==> src/rtl/sad_pkg.sv <==
// Shared definitions for the SAD minimum read-out path: partition codes,
// per-partition block counts, native SAD widths and packed vector widths.
package sad_pkg;

  // Partition codes in the order the minima are streamed out.
  typedef enum logic [2:0] {
    PT_4X8   = 3'd0,
    PT_8X4   = 3'd1,
    PT_8X8   = 3'd2,
    PT_8X16  = 3'd3,
    PT_16X8  = 3'd4,
    PT_16X16 = 3'd5,
    PT_32X32 = 3'd6
  } part_t;

  // Read-out controller states.
  typedef enum logic {
    ST_IDLE   = 1'b0,
    ST_STREAM = 1'b1
  } state_t;

  // Native SAD widths per partition.
  localparam int W_4X8   = 13;
  localparam int W_8X4   = 13;
  localparam int W_8X8   = 14;
  localparam int W_8X16  = 15;
  localparam int W_16X8  = 15;
  localparam int W_16X16 = 16;
  localparam int W_32X32 = 18;

  // Blocks per partition inside one CTU.
  localparam int N_4X8   = 32;
  localparam int N_8X4   = 32;
  localparam int N_8X8   = 16;
  localparam int N_8X16  = 8;
  localparam int N_16X8  = 8;
  localparam int N_16X16 = 4;
  localparam int N_32X32 = 1;

  // Packed vector widths (blocks x native width).
  localparam int VW_4X8   = N_4X8   * W_4X8;    // 416
  localparam int VW_8X4   = N_8X4   * W_8X4;    // 416
  localparam int VW_8X8   = N_8X8   * W_8X8;    // 224
  localparam int VW_8X16  = N_8X16  * W_8X16;   // 120
  localparam int VW_16X8  = N_16X8  * W_16X8;   // 120
  localparam int VW_16X16 = N_16X16 * W_16X16;  // 64
  localparam int VW_32X32 = N_32X32 * W_32X32;  // 18

  localparam int TOTAL_BEATS = N_4X8 + N_8X4 + N_8X8 + N_8X16 + N_16X8 + N_16X16 + N_32X32;

  // Index of the final block of a partition; the beat counter wraps after it.
  function automatic logic [4:0] last_idx(input part_t t);
    case (t)
      PT_4X8:   return 5'(N_4X8 - 1);
      PT_8X4:   return 5'(N_8X4 - 1);
      PT_8X8:   return 5'(N_8X8 - 1);
      PT_8X16:  return 5'(N_8X16 - 1);
      PT_16X8:  return 5'(N_16X8 - 1);
      PT_16X16: return 5'(N_16X16 - 1);
      default:  return 5'(N_32X32 - 1);
    endcase
  endfunction

endpackage

==> src/rtl/sad_beat_mux.sv <==
// Combinational beat selector: picks one native minimum out of the shadow
// vectors by (type, idx), zero-extends it and flags the all-ones value.
module sad_beat_mux
  import sad_pkg::*;
#(
  parameter int OUT_W = 18
) (
  input  logic [VW_4X8-1:0]   i_sh_4x8,
  input  logic [VW_8X4-1:0]   i_sh_8x4,
  input  logic [VW_8X8-1:0]   i_sh_8x8,
  input  logic [VW_8X16-1:0]  i_sh_8x16,
  input  logic [VW_16X8-1:0]  i_sh_16x8,
  input  logic [VW_16X16-1:0] i_sh_16x16,
  input  logic [VW_32X32-1:0] i_sh_32x32,
  input  part_t               i_type,
  input  logic [4:0]          i_idx,
  output logic [OUT_W-1:0]    o_sad,
  output logic                o_unset
);

  // Unpacked views of the packed vectors so each can be indexed directly.
  logic [W_4X8-1:0]   w_a4x8   [N_4X8];
  logic [W_8X4-1:0]   w_a8x4   [N_8X4];
  logic [W_8X8-1:0]   w_a8x8   [N_8X8];
  logic [W_8X16-1:0]  w_a8x16  [N_8X16];
  logic [W_16X8-1:0]  w_a16x8  [N_16X8];
  logic [W_16X16-1:0] w_a16x16 [N_16X16];

  for (genvar i = 0; i < N_4X8; i++) begin : g_4x8
    assign w_a4x8[i] = i_sh_4x8[i*W_4X8 +: W_4X8];
    assign w_a8x4[i] = i_sh_8x4[i*W_8X4 +: W_8X4];
  end
  for (genvar i = 0; i < N_8X8; i++) begin : g_8x8
    assign w_a8x8[i] = i_sh_8x8[i*W_8X8 +: W_8X8];
  end
  for (genvar i = 0; i < N_8X16; i++) begin : g_8x16
    assign w_a8x16[i] = i_sh_8x16[i*W_8X16 +: W_8X16];
    assign w_a16x8[i] = i_sh_16x8[i*W_16X8 +: W_16X8];
  end
  for (genvar i = 0; i < N_16X16; i++) begin : g_16x16
    assign w_a16x16[i] = i_sh_16x16[i*W_16X16 +: W_16X16];
  end

  // Select the addressed minimum; unset means the native value is all ones.
  always_comb begin
    // NOTE: every output gets a default first so no path leaves it unassigned
    // and no latch is inferred.
    o_sad   = '0;
    o_unset = 1'b0;
    case (i_type)
      PT_4X8: begin
        o_sad   = OUT_W'(w_a4x8[i_idx]);
        o_unset = &w_a4x8[i_idx];
      end
      PT_8X4: begin
        o_sad   = OUT_W'(w_a8x4[i_idx]);
        o_unset = &w_a8x4[i_idx];
      end
      PT_8X8: begin
        o_sad   = OUT_W'(w_a8x8[i_idx[3:0]]);
        o_unset = &w_a8x8[i_idx[3:0]];
      end
      PT_8X16: begin
        o_sad   = OUT_W'(w_a8x16[i_idx[2:0]]);
        o_unset = &w_a8x16[i_idx[2:0]];
      end
      PT_16X8: begin
        o_sad   = OUT_W'(w_a16x8[i_idx[2:0]]);
        o_unset = &w_a16x8[i_idx[2:0]];
      end
      PT_16X16: begin
        o_sad   = OUT_W'(w_a16x16[i_idx[1:0]]);
        o_unset = &w_a16x16[i_idx[1:0]];
      end
      PT_32X32: begin
        o_sad   = OUT_W'(i_sh_32x32);
        o_unset = &i_sh_32x32;
      end
      default: begin
        o_sad   = '0;
        o_unset = 1'b0;
      end
    endcase
  end

endmodule

==> src/rtl/sad_min_reader.sv <==
// SAD minimum read-out: snapshots all minimum-SAD vectors at the end of a
// search window, pulses clr_min to the comparator, then streams the 101
// minima one partition block per beat over valid/ready.
module sad_min_reader
  import sad_pkg::*;
#(
  parameter int OUT_W  = 18,
  parameter int TYPE_W = 3
) (
  input  logic                clk,
  input  logic                rst_n,
  input  logic                search_done,
  input  logic [VW_4X8-1:0]   min_SAD4x8,
  input  logic [VW_8X4-1:0]   min_SAD8x4,
  input  logic [VW_8X8-1:0]   min_SAD8x8,
  input  logic [VW_8X16-1:0]  min_SAD8x16,
  input  logic [VW_16X8-1:0]  min_SAD16x8,
  input  logic [VW_16X16-1:0] min_SAD16x16,
  input  logic [VW_32X32-1:0] min_SAD32x32,
  output logic                clr_min,
  output logic                busy,
  output logic                out_valid,
  input  logic                out_ready,
  output logic [TYPE_W-1:0]   out_type,
  output logic [4:0]          out_idx,
  output logic [OUT_W-1:0]    out_sad,
  output logic                out_unset,
  output logic                out_last,
  output logic                overrun,
  input  logic                overrun_clr
);

  state_t r_state;
  state_t w_next_state;

  part_t      r_type;
  logic [4:0] r_idx;
  logic       r_clr;
  logic       r_overrun;

  logic [VW_4X8-1:0]   r_sh_4x8;
  logic [VW_8X4-1:0]   r_sh_8x4;
  logic [VW_8X8-1:0]   r_sh_8x8;
  logic [VW_8X16-1:0]  r_sh_8x16;
  logic [VW_16X8-1:0]  r_sh_16x8;
  logic [VW_16X16-1:0] r_sh_16x16;
  logic [VW_32X32-1:0] r_sh_32x32;

  logic w_capture;
  logic w_xfer;
  logic w_wrap;
  logic w_final;

  // Capture only from IDLE; a search_done while streaming is an overrun.
  assign w_capture = (r_state == ST_IDLE) && search_done;
  assign w_xfer    = (r_state == ST_STREAM) && out_ready;
  assign w_wrap    = (r_idx == last_idx(r_type));
  assign w_final   = w_xfer && w_wrap && (r_type == PT_32X32);

  // State register.
  always_ff @(posedge clk or negedge rst_n) begin
    // NOTE: sequential state uses non-blocking assignments so every register
    // samples pre-edge values regardless of block ordering.
    if (!rst_n) r_state <= ST_IDLE;
    else        r_state <= w_next_state;
  end

  // Next-state: start streaming on capture, return after the 32x32 beat.
  always_comb begin
    w_next_state = r_state;
    case (r_state)
      ST_IDLE:   if (w_capture) w_next_state = ST_STREAM;
      ST_STREAM: if (w_final)   w_next_state = ST_IDLE;
      default:   w_next_state = ST_IDLE;
    endcase
  end

  // Outputs decoded from the registered state only, never from out_ready.
  always_comb begin
    busy      = (r_state == ST_STREAM);
    out_valid = (r_state == ST_STREAM);
  end

  // Beat position: reset to (0,0) on capture, advance on each accepted beat.
  always_ff @(posedge clk or negedge rst_n) begin
    if (!rst_n) begin
      r_type <= PT_4X8;
      r_idx  <= '0;
    end else if (w_capture) begin
      r_type <= PT_4X8;
      r_idx  <= '0;
    end else if (w_xfer) begin
      if (w_wrap) begin
        r_idx  <= '0;
        r_type <= (r_type == PT_32X32) ? PT_4X8 : part_t'(r_type + 3'd1);
      end else begin
        r_idx  <= r_idx + 5'd1;
      end
    end
  end

  // Snapshot of every minimum vector, taken only on an accepted capture.
  always_ff @(posedge clk or negedge rst_n) begin
    // NOTE: the shadow bank is reset so an idle reader presents a defined
    // zero beat; these are flops, not a RAM, so the reset is cheap to honour.
    if (!rst_n) begin
      r_sh_4x8   <= '0;
      r_sh_8x4   <= '0;
      r_sh_8x8   <= '0;
      r_sh_8x16  <= '0;
      r_sh_16x8  <= '0;
      r_sh_16x16 <= '0;
      r_sh_32x32 <= '0;
    end else if (w_capture) begin
      r_sh_4x8   <= min_SAD4x8;
      r_sh_8x4   <= min_SAD8x4;
      r_sh_8x8   <= min_SAD8x8;
      r_sh_8x16  <= min_SAD8x16;
      r_sh_16x8  <= min_SAD16x8;
      r_sh_16x16 <= min_SAD16x16;
      r_sh_32x32 <= min_SAD32x32;
    end
  end

  // One-cycle comparator clear in the cycle after a capture.
  always_ff @(posedge clk or negedge rst_n) begin
    if (!rst_n) r_clr <= 1'b0;
    else        r_clr <= w_capture;
  end

  // Sticky overrun flag; the software clear wins over a simultaneous set.
  always_ff @(posedge clk or negedge rst_n) begin
    if (!rst_n)                                     r_overrun <= 1'b0;
    else if (overrun_clr)                           r_overrun <= 1'b0;
    else if (search_done && (r_state == ST_STREAM)) r_overrun <= 1'b1;
  end

  sad_beat_mux #(
    .OUT_W (OUT_W)
  ) u_beat_mux (
    .i_sh_4x8   (r_sh_4x8),
    .i_sh_8x4   (r_sh_8x4),
    .i_sh_8x8   (r_sh_8x8),
    .i_sh_8x16  (r_sh_8x16),
    .i_sh_16x8  (r_sh_16x8),
    .i_sh_16x16 (r_sh_16x16),
    .i_sh_32x32 (r_sh_32x32),
    .i_type     (r_type),
    .i_idx      (r_idx),
    .o_sad      (out_sad),
    .o_unset    (out_unset)
  );

  assign clr_min  = r_clr;
  assign overrun  = r_overrun;
  assign out_type = TYPE_W'(r_type);
  assign out_idx  = r_idx;
  assign out_last = (r_type == PT_32X32);

endmodule

==> config.mk <==
export PLATFORM = sky130hd
export DESIGN_NAME = sad_min_reader
export DESIGN_NICKNAME = d
export VERILOG_FILES = /design/src/rtl/sad_pkg.sv /design/src/rtl/sad_beat_mux.sv /design/src/rtl/sad_min_reader.sv
export SDC_FILE = /design/constraint.sdc
export NUM_CORES = 2
export LEC_CHECK = 0
export ABC_AREA = 1
export CORE_AREA = 3 3 557 559
export DETAILED_ROUTE_END_ITERATION = 10
export DIE_AREA = 0 0 560 562
export HOLD_SLACK_MARGIN = 0.1
export PLACE_DENSITY_LB_ADDON = 0.12
export SLEW_MARGIN = 15
export SYNTH_ARGS = -nofsm -noshare
export SYNTH_HDL_FRONTEND = slang
export SYNTH_HIERARCHICAL = 1
export SYNTH_SLANG_ARGS = --single-unit
==> constraint.sdc <==
create_clock -name clk -period 2 [get_ports clk]
set_input_delay 0.2 -clock clk [delete_from_list [all_inputs] [get_ports clk]]
set_output_delay 0.2 -clock clk [all_outputs]
set_load 0.01 [all_outputs]
Figure 1. M1 wires.
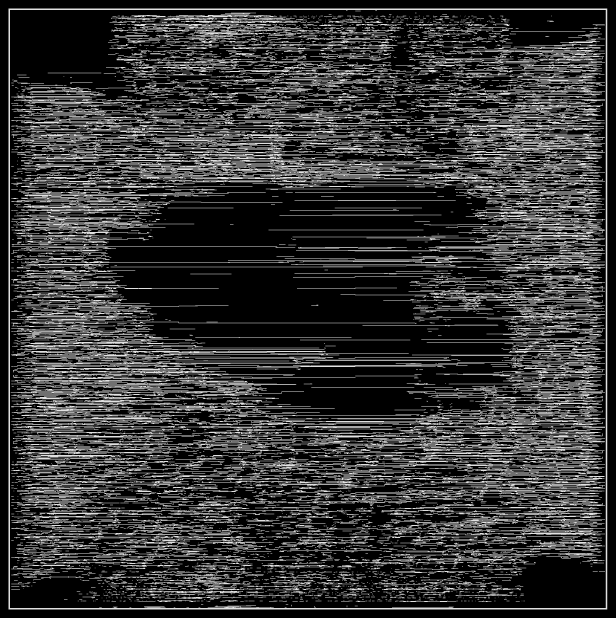
The wires run mostly horizontal. 12,695 nets have wire on it. The layer holds 45% of the routed length. The longest straight run is 249 µm. The layer carries 176 mm of wire.
routed wire length: 394,000 µm
Vias: 74,200
GR met1 Demand/Resource: 32.8%

Figure 2. The metal 2 layer.
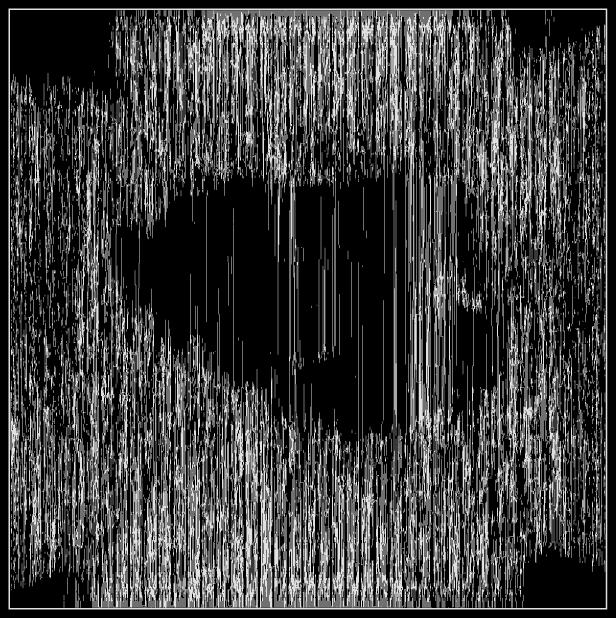
The layer carries 185 mm of wire. The longest straight run is 277 µm. The wires run mostly vertical. The layer holds 47% of the routed length. 11,245 nets have wire on it.

Figure 3. Met3 routing.
Scale bar: 200 µm.
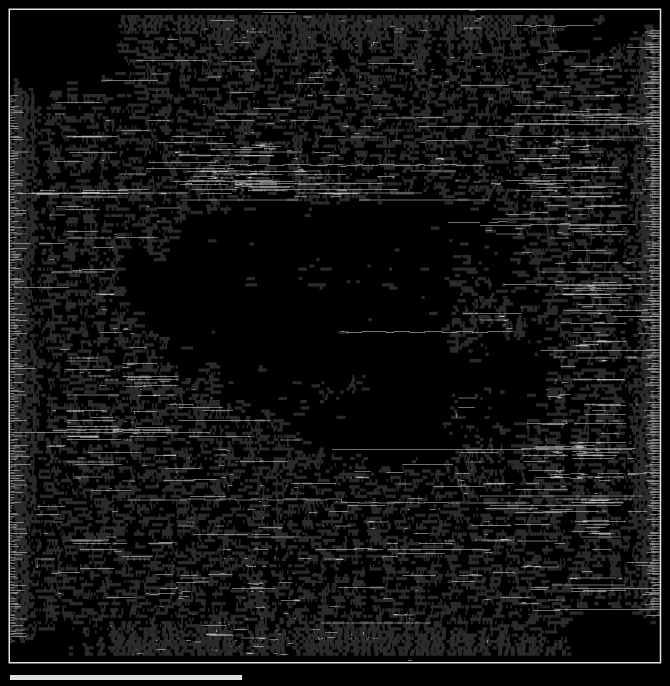
The layer carries 20.2 mm of wire. The longest straight run is 172 µm. 1,331 nets have wire on it.

==> notes.md <==
flow finished, numbers: net switching power=~57,000 µW, CP Class=flip-flop to output pin, setup_tns=-28.81 ns, maximum number of pins on one net before global-route repair=approximately 130, RSZ-0062 raised after global routing=yes, logic share of the area=around a quarter, layout cells sized above 1=12.3%, biggest regs=r_sh_4x8 x416, r_sh_8x4 x416, r_sh_8x8 x224, fin nets=between 10,000 and 15,000, clock slew at reported path FFs=~0.060 ns, Buffers & Inverters on Critical Path=5, tool warnings=32, CTS Sinks=approximately 1,400, CTS Buffer Depth=4, Max transition margin=roughly 48%, Top Layout Cells=nand2_1 (5,535), dfrtp_1 (1,382), clkdlybuf4s50_1 (1,382), first-pass GRT wire length=around 560,000 µm, Row Count=roughly 200, DR WL met2=185,000 µm, Net Sw Frac=~40%, Floorplan Nets=10,600, clock skew=roughly 0.044 ns, fin area=~120,000 µm², FP Util=around 22%, cts repair resizes=approximately 440, Worst Path Arrival=between 3 and 4 ns, slowest CP cell=dfrtp_4, XORs/XNORs by Area=0.0395%, die y size=between 500 and 600 µm, final slew viol count=0, Pint=between 80,000 and 90,000 µW, Non-clk bufs=between 3,000 and 4,000, Crit path depth=16, Hold Vio Cnt, Final=0, worst reg2reg startpoint=busy, FF+latch count=about 1,400, area growth from synthesis to layout=73.0%, register share of the cell area=between 30 and 40%, GRT Util Overall=about a quarter, top sig layer=met4, Tmin final=between 3 and 4 ns, grt met2 use=~40%, Post-CTS Setup Bufs=36, Setup violations, final=approximately 70, Max rail drop VDD=approximately 650 µV, final worst slack=-1.74 ns, pwr dens=around 1200 nW/µm², actual slew at the worst max-slew pin=approximately 0.79 ns, GRT overflow=0, Met1 Wirelength=176,000 µm, reg2reg path depth=9, hold_sp=min_SAD8x16[119], Adder-Cell Fraction of Synth Area=less than 1%, met3 routed WL=about 20,000 µm, syn avg cell area=around 7.2 µm², cell count in the Yosys report=roughly 9,300, io pins=around 1,400, Cell Type Count=31, Startpoint Class=flip-flop, largest power group=combinational logic, Critical Path RT=between 1.5 and 2 ns, violated checks=setup timing, Chip Area=around 310,000 µm², main logic family after synthesis=simple AND/OR/NAND/NOR gates, Tcrit/Tclk final=187%, most numerous logic cell after layout=nand2_1, yosys simple share=40.4%, Layout clock area frac=approximately 5.2%, Commonest cells post-synth=nand2_1 (5,636), dfrtp_1 (1,389), nand3_1 (837), buf_2 (403), nor2_1 (383), initial antenna violation count=27, fillers=roughly 32,000, Gate power share=between 40% and 50%, number of diodes=14, Synth top cell by count=nand2_1, largest area contributor in the netlist=dfrtp_1, total power=about 140,000 µW, WHS=between 0.1 and 0.15 ns, combinational power=between 60,000 and 70,000 µW, Insertion Delay late pin=slightly below 0.9 ns, DP Area=between 90,000 and 100,000 µm², port bufs=between 1,000 and 1,500, Gate Area=30,000 µm², pre-CTS setup slack=-1.73 ns, core area=a little over 300,000 µm², critical path endpoint category=output pin, die width=560 µm, most used routing layer=met2, status=complete, but fails checks, met3 Use GR=roughly 3.1%, Initial DRC Count=5,279, Pre-antenna DRT Iters=6, CTS buffer count=between 150 and 200, Compound Share, Synth=under 10%, Clk. pwr=around 34,000 µW
Power is estimated from default activity; no workload was simulated.
